===== config.mk =====
export PLATFORM = sky130hd
export DESIGN_NAME = interrupt_controller_flat
export DESIGN_NICKNAME = d
export VERILOG_FILES = /design/src/rtl/interrupt_controller_if.sv /design/src/rtl/interrupt_controller.sv /design/src/flat_wrapper.sv
export SDC_FILE = /design/constraint.sdc
export NUM_CORES = 1
export LEC_CHECK = 0
export CORE_MARGIN = 2
export CORE_UTILIZATION = 48
export CTS_CLUSTER_DIAMETER = 80
export DETAILED_ROUTE_END_ITERATION = 7
export HOLD_SLACK_MARGIN = 0.05
export PLACE_DENSITY = 0.85
export SETUP_SLACK_MARGIN = 0.15
export SLEW_MARGIN = 20
export SYNTH_ARGS = -nofsm -noshare
export SYNTH_HDL_FRONTEND = slang
export SYNTH_SLANG_ARGS = --single-unit

===== constraint.sdc =====
create_clock -name Clock -period 1.4 [get_ports Clock]
set_input_delay 0.28 -clock Clock [delete_from_list [all_inputs] [get_ports Clock]]
set_output_delay 0.28 -clock Clock [all_outputs]
set_load 0.02 [all_outputs]

===== src/rtl/interrupt_controller_if.sv =====
// rtl/interrupt_controller_if.sv - pin/config/request bundle between SoC, core and interrupt_controller
// master drives the IRQ lines, acknowledge and config port; slave is the controller.
interface interrupt_controller_if;
  logic [1:0] IRQ_Ext;
  logic       IntAck;
  logic       CfgWe;
  logic       CfgClr;
  logic [1:0] CfgData;
  logic       IRQ_Int;
  logic       IID_Sync;
  logic [1:0] PendingOut;
  logic [1:0] MaskOut;

  modport master (
    output IRQ_Ext, IntAck, CfgWe, CfgClr, CfgData,
    input  IRQ_Int, IID_Sync, PendingOut, MaskOut
  );

  modport slave (
    input  IRQ_Ext, IntAck, CfgWe, CfgClr, CfgData,
    output IRQ_Int, IID_Sync, PendingOut, MaskOut
  );
endinterface


===== src/rtl/interrupt_controller.sv =====
// rtl/interrupt_controller.sv - two-source edge-latched interrupt controller with ack gap
// Define INTC_RR_ARB_EN for round-robin arbitration instead of fixed priority (source 0 first).
module interrupt_controller #(
  parameter int SYNC_STAGES = 2,
  parameter int GAP_CYCLES  = 2
) (
  input logic                  Clock,
  input logic                  SysReset,
  interrupt_controller_if.slave bus
);

  typedef enum logic [1:0] {IDLE, REQ, GAP} stateType;

  localparam logic [3:0] GapLoad = 4'(GAP_CYCLES);

  logic [1:0] syncFf [SYNC_STAGES];
  logic [1:0] histFf;
  logic [1:0] pending;
  logic [1:0] mask;
  stateType   state;
  logic [3:0] gapCnt;
  logic       irqInt;
  logic       iidSync;

  logic [1:0] rise;
  logic [1:0] eligible;
  logic [1:0] cfgClrBits;
  logic [1:0] ackClrBits;
  logic [1:0] pendingNext;
  logic [1:0] maskNext;
  logic [1:0] eligibleNext;
  logic       ackTaken;
  logic       grantId;

  assign rise         = syncFf[SYNC_STAGES-1] & ~histFf;
  assign eligible     = pending & mask;
  assign ackTaken     = (state == REQ) && bus.IntAck;
  assign cfgClrBits   = bus.CfgClr ? bus.CfgData : 2'b00;
  assign ackClrBits   = ackTaken ? (iidSync ? 2'b10 : 2'b01) : 2'b00;
  // A rise in the same cycle as any clear wins, so no event is ever lost.
  assign pendingNext  = (pending & ~(cfgClrBits | ackClrBits)) | rise;
  assign maskNext     = bus.CfgWe ? bus.CfgData : mask;
  assign eligibleNext = pendingNext & maskNext;

`ifdef INTC_RR_ARB_EN
  logic lastGrant;

  assign grantId = (eligible == 2'b11) ? ~lastGrant : ~eligible[0];

  always_ff @(posedge Clock or negedge SysReset) begin
    if (!SysReset) begin
      lastGrant <= 1'b1;
    end else if (ackTaken) begin
      lastGrant <= iidSync;
    end
  end
`else
  assign grantId = ~eligible[0];
`endif

  always_ff @(posedge Clock or negedge SysReset) begin
    if (!SysReset) begin
      for (int i = 0; i < SYNC_STAGES; i++) begin
        syncFf[i] <= 2'b00;
      end
      histFf  <= 2'b00;
      pending <= 2'b00;
      mask    <= 2'b00;
    end else begin
      syncFf[0] <= bus.IRQ_Ext;
      for (int i = 1; i < SYNC_STAGES; i++) begin
        syncFf[i] <= syncFf[i-1];
      end
      histFf  <= syncFf[SYNC_STAGES-1];
      pending <= pendingNext;
      mask    <= maskNext;
    end
  end

  always_ff @(posedge Clock or negedge SysReset) begin
    if (!SysReset) begin
      state   <= IDLE;
      gapCnt  <= 4'd0;
      irqInt  <= 1'b0;
      iidSync <= 1'b0;
    end else begin
      case (state)
        IDLE: begin
          if (eligible != 2'b00) begin
            state   <= REQ;
            irqInt  <= 1'b1;
            iidSync <= grantId;
          end
        end
        REQ: begin
          // Acknowledge beats a same-cycle mask/clear; withdrawal looks at next-cycle eligibility.
          if (bus.IntAck) begin
            irqInt <= 1'b0;
            gapCnt <= GapLoad;
            state  <= GAP;
          end else if (!eligibleNext[iidSync]) begin
            irqInt <= 1'b0;
            state  <= IDLE;
          end
        end
        GAP: begin
          gapCnt <= gapCnt - 4'd1;
          if (gapCnt <= 4'd1) begin
            state <= IDLE;
          end
        end
        default: begin
          state  <= IDLE;
          irqInt <= 1'b0;
        end
      endcase
    end
  end

  assign bus.IRQ_Int    = irqInt;
  assign bus.IID_Sync   = iidSync;
  assign bus.PendingOut = pending;
  assign bus.MaskOut    = mask;

endmodule


===== src/flat_wrapper.sv =====
// flat-port wrapper written by rule: the top's interface ports become plain ports
module interrupt_controller_flat 
#(
  parameter int SYNC_STAGES = 2,
  parameter int GAP_CYCLES  = 2
)
  (Clock, SysReset, bus_IRQ_Ext, bus_IntAck, bus_CfgWe, bus_CfgClr, bus_CfgData, bus_IRQ_Int, bus_IID_Sync, bus_PendingOut, bus_MaskOut);
  interrupt_controller_if bus_i ();
  input logic Clock;
  input logic SysReset;
  input wire logic [$bits(bus_i.IRQ_Ext)-1:0] bus_IRQ_Ext;
  input wire logic [$bits(bus_i.IntAck)-1:0] bus_IntAck;
  input wire logic [$bits(bus_i.CfgWe)-1:0] bus_CfgWe;
  input wire logic [$bits(bus_i.CfgClr)-1:0] bus_CfgClr;
  input wire logic [$bits(bus_i.CfgData)-1:0] bus_CfgData;
  output wire logic [$bits(bus_i.IRQ_Int)-1:0] bus_IRQ_Int;
  output wire logic [$bits(bus_i.IID_Sync)-1:0] bus_IID_Sync;
  output wire logic [$bits(bus_i.PendingOut)-1:0] bus_PendingOut;
  output wire logic [$bits(bus_i.MaskOut)-1:0] bus_MaskOut;
  assign bus_i.IRQ_Ext = bus_IRQ_Ext;
  assign bus_i.IntAck = bus_IntAck;
  assign bus_i.CfgWe = bus_CfgWe;
  assign bus_i.CfgClr = bus_CfgClr;
  assign bus_i.CfgData = bus_CfgData;
  assign bus_IRQ_Int = bus_i.IRQ_Int;
  assign bus_IID_Sync = bus_i.IID_Sync;
  assign bus_PendingOut = bus_i.PendingOut;
  assign bus_MaskOut = bus_i.MaskOut;
  interrupt_controller #(.SYNC_STAGES(SYNC_STAGES), .GAP_CYCLES(GAP_CYCLES)) u_core (.Clock(Clock), .SysReset(SysReset), .bus(bus_i));
endmodule

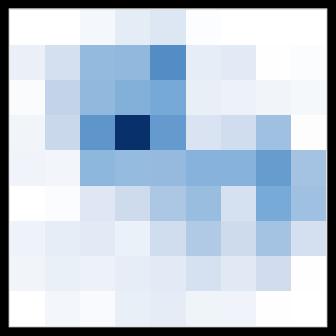
(wiring heat map)
9 x 9 tiles, from white (low) to dark blue (high), scaled to the fullest tile. Values are wire area over tile area, all layers added.
17% of the tiles are nearly empty. The mean over all tiles is 0.13. The densest ninth of the die: middle.

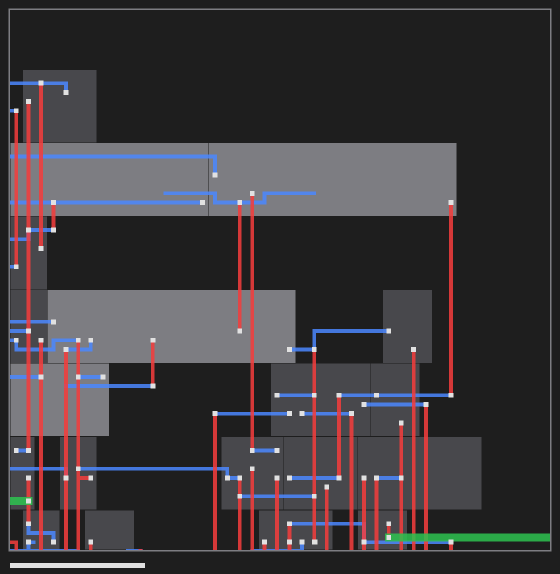
(layout detail)
The bar under the picture is 5 um long. Region (23, 23) to (43, 43) um. Cells in grey, sequential cells in the stronger grey; small squares are vias.
Key: green = metal 3; red = metal 2; blue = metal 1
Most frequent: buf_2 (3), dfrtp_1 (3). 18 logic cells have their middle in the window. Sequential cells in the window: 3.

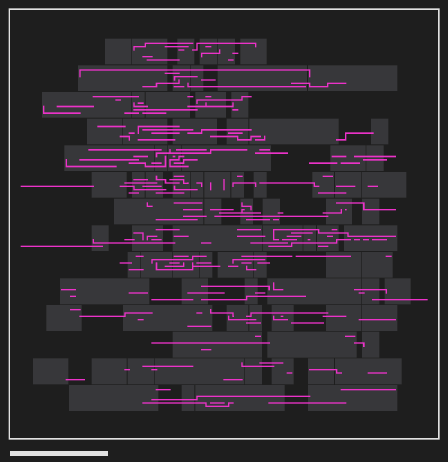
(the metal 1 layer)
The bar under the picture is 10 um long.
83 nets have wire on it. The layer carries 584 um of wire. The layer holds 40% of the routed length. The wires run mostly horizontal.
routed vias: 594
total wire length: 1460 um
M1 GR Usage: 20.6%

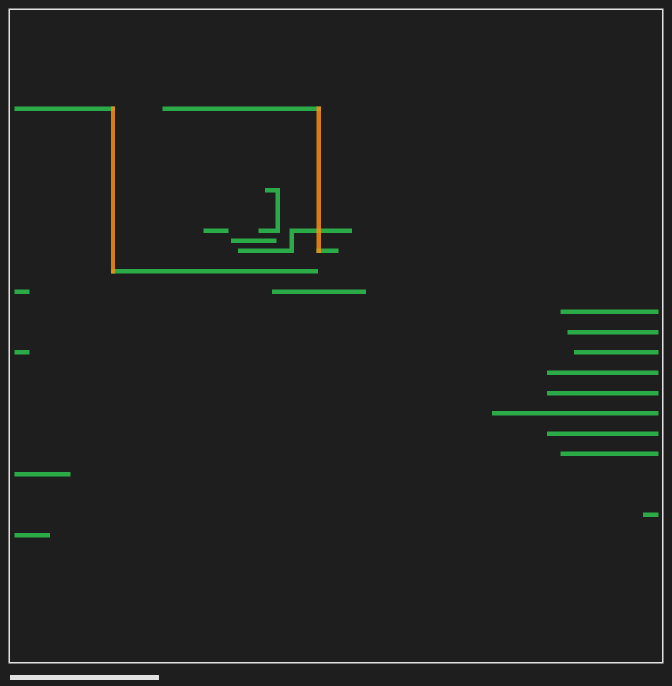
(routed metal, one colour a layer)
The bar under the picture is 10 um long. Only two layers are drawn.
Key: green = metal 3 [wire length 119 um]; orange = metal 4 [wire length 20.4 um]
GRT Overall Usage: 19.1%
Avg WL per Cell: 14.0 um

==> cell usage after synthesis <==
cell type	number	share of area, %
nor4_1	1	0.83
and4_1	1	1.2
mux2_4	1	2.0
nor3_1	3	2.0
buf_2	1	0.66
ha_1	2	3.3
a31oi_1	2	1.7
a21bo_2	1	1.3
or2_2	1	0.83
a41o_1	1	1.3
mux2i_1	3	4.0
a21boi_0	1	0.99
dfrtp_1	18	60
nor2_1	5	2.5
inv_1	5	2.5
a21oi_1	4	2.6
o2111a_1	1	1.5
a21o_1	1	0.99
o21ai_0	3	2.0
nand2_1	5	2.5
o221ai_1	1	1.2
o22a_1	1	1.2
nor2b_1	1	0.83
nand2b_1	2	1.7
a22oi_1	1	0.99
==> per-stage QoR <==
stage | total power, mW | utilization [%] | hold slack (ps)
2_1_floorplan | 1.16 | - | -15.6
3_3_place_gp | 1.39 | 62.8 | 332
3_5_place_dp | 1.43 | 62.8 | 337
4_1_cts | 1.69 | 64.1 | 296
5_1_grt | 1.81 | 64.8 | 317
6_report | 1.69 | 64.8 | 294
==> per-layer routing <==
metal	wire length [um]	track usage, %	up-vias
met5	0	0	-
met3	118	5.42	4
met2	739	33.8	26
li1	-	-	282
met1	583	20.6	282
met4	20	9.09	0
==> kinds of logic (layout without fill, tap and decap cells) <==
group	Yosys count	count (layout)	share of synthesized area [%]
simple gates	19	19	12.3
fa+ha+maj	2	2	3.31
mux	4	4	5.96
compound gates	17	17	15.7
buf+inv	6	28	3.15
flops	18	18	59.6
==> cell type report <==
cell class / count / area share (%)
inverter: 5 / 1.95
sequential: 18 / 46.8
multi-input combinational: 42 / 31.0
clock buffer: 4 / 2.72
timing repair buffer: 19 / 15.4
tap: 16 / 2.08
==> repair_timing <==
action,CTS,global route
setup buffers,0,2
gates resized,25,7
pin swaps,1,0
endpoints found under the setup margin,10,8
==> deck_impl_summary.md <==
Run Summary

Floorplanning
  • Io pins: 15
  • Core Util at FP: 50.8%
  • Chip Width: 43.7 um
  • Die area: 1910 um2
  • Core Area: 1490 um2
  • Die height: around 44 um

Worst setup path
  • CP max-delay cell: clkdlybuf4s50_1
  • R2r setup slk: ~130 ps
  • Worst r2r dst: u_core.bus.IRQ_Int$_DFFE_PN0P_
  • Critical Path Source Type: input port
  • Critical path origin: bus_CfgClr
  • Setup crit end: u_core.bus.IRQ_Int$_DFFE_PN0P_
  • Largest delay share family, worst path: AND-OR/OR-AND gates
  • Slowest stage delay, CP: 520 ps
  • Crit path depth: 5
  • Worst setup path category: in -> reg
  • Worst path cell trace: clkdlybuf4s50_1 -> a21boi_4 -> o2111a_1 -> a41o_1 -> o22a_1
  • R2R cell count: 4
  • Buffer and inverter count on the worst path: 1
  • WP data arrival: around 1500 ps
  • Worst-path maximum fanout: 2

Yosys
  • Synthesized cell area: approximately 760 um2
  • YS chip area: roughly 760 um2
  • Average size of a mapped cell: 11.5 um2
  • Registers, synthesis: 18
  • Distinct cells, synth: 25
  • Syn_nets: roughly 77
  • Mapped Cells: around 66
  • Sequential share of the synthesized area: 59.6%
  • Yosys warnings: 0
  • Ys cells: 66

Detailed routing
  • Via/cell ratio: approximately 5.7
  • Post-DRT Antenna Nets: 0
  • Initial DRC Count: 13
  • DRT Pass-1 Iters: 4
  • Remaining DRCs: 0

Power and ir drop
  • Combinational group share of total power: between 30% and 40%
  • Switching fraction of total power: 38.0%
  • Top power group: registers
  • Comb pwr: between 0.6 and 0.7 mW
  • Register share of total power: 47.1%
  • Clock Power Share: between 15 and 20%
  • P_int: 1.05 mW
  • Switch Pwr: 0.643 mW
  • Seq pwr: 0.795 mW

Clock network
  • CTS sink cnt: 18
  • Clock Latency Late Sink: 300 ps
  • Clock-pin slew on the worst setup and hold paths: 100 ps
  • Largest buffer count on any clock path: 2
  • CTS tree: done
  • CTS Root Cell: clkbuf_4
  • Post-CTS Hold Buffers: 0
  • H-tree levels: 1

Final layout
  • Nets: 100
  • MI comb area: 299 um2
  • Cell Count, Final, Fillers Out: 104
  • Flop area: 452 um2
  • Antenna diode count: 0
  • Most instantiated logic cells after routing: 17 x dfrtp_1, 6 x clkdlybuf4s50_1, 6 x buf_2
  • Share of layout cells above drive strength 1: 23.9%
  • Area growth syn-to-layout: 27.6%
  • Top cell excl fill/tap: dfrtp_1

Timing
  • Setup violators final: 0
  • Crit share post-route: 91.0%
  • RSZ-0062 raised after global routing: yes
  • Crit path time final: 1270 ps
  • Slew of the pin with the lowest slew margin: 250 ps
  • Setup Skew: 4.91 ps
  • Hold Fails Final Rpt: 0

Place
  • Placed cell count: 98
  • DPL Wire Length: 1070 um
  • IO buf count: 14
  • Routability congestion estimate: 0.824
  • Pre-CTS setup slack: -344 ps
  • Placed Instance Area: 935 um2

Global routing
  • Vias in the first global route: roughly 610
  • Initial antenna violation count: 0
  • Largest net degree at the start of global routing: 19

Job
  • Tool warning count: 30

Worst hold path
  • Worst Hold Class: in -> async

Run status
  • Status: complete, no violations
No activity file was given, so power comes from the tool's default toggle rates.
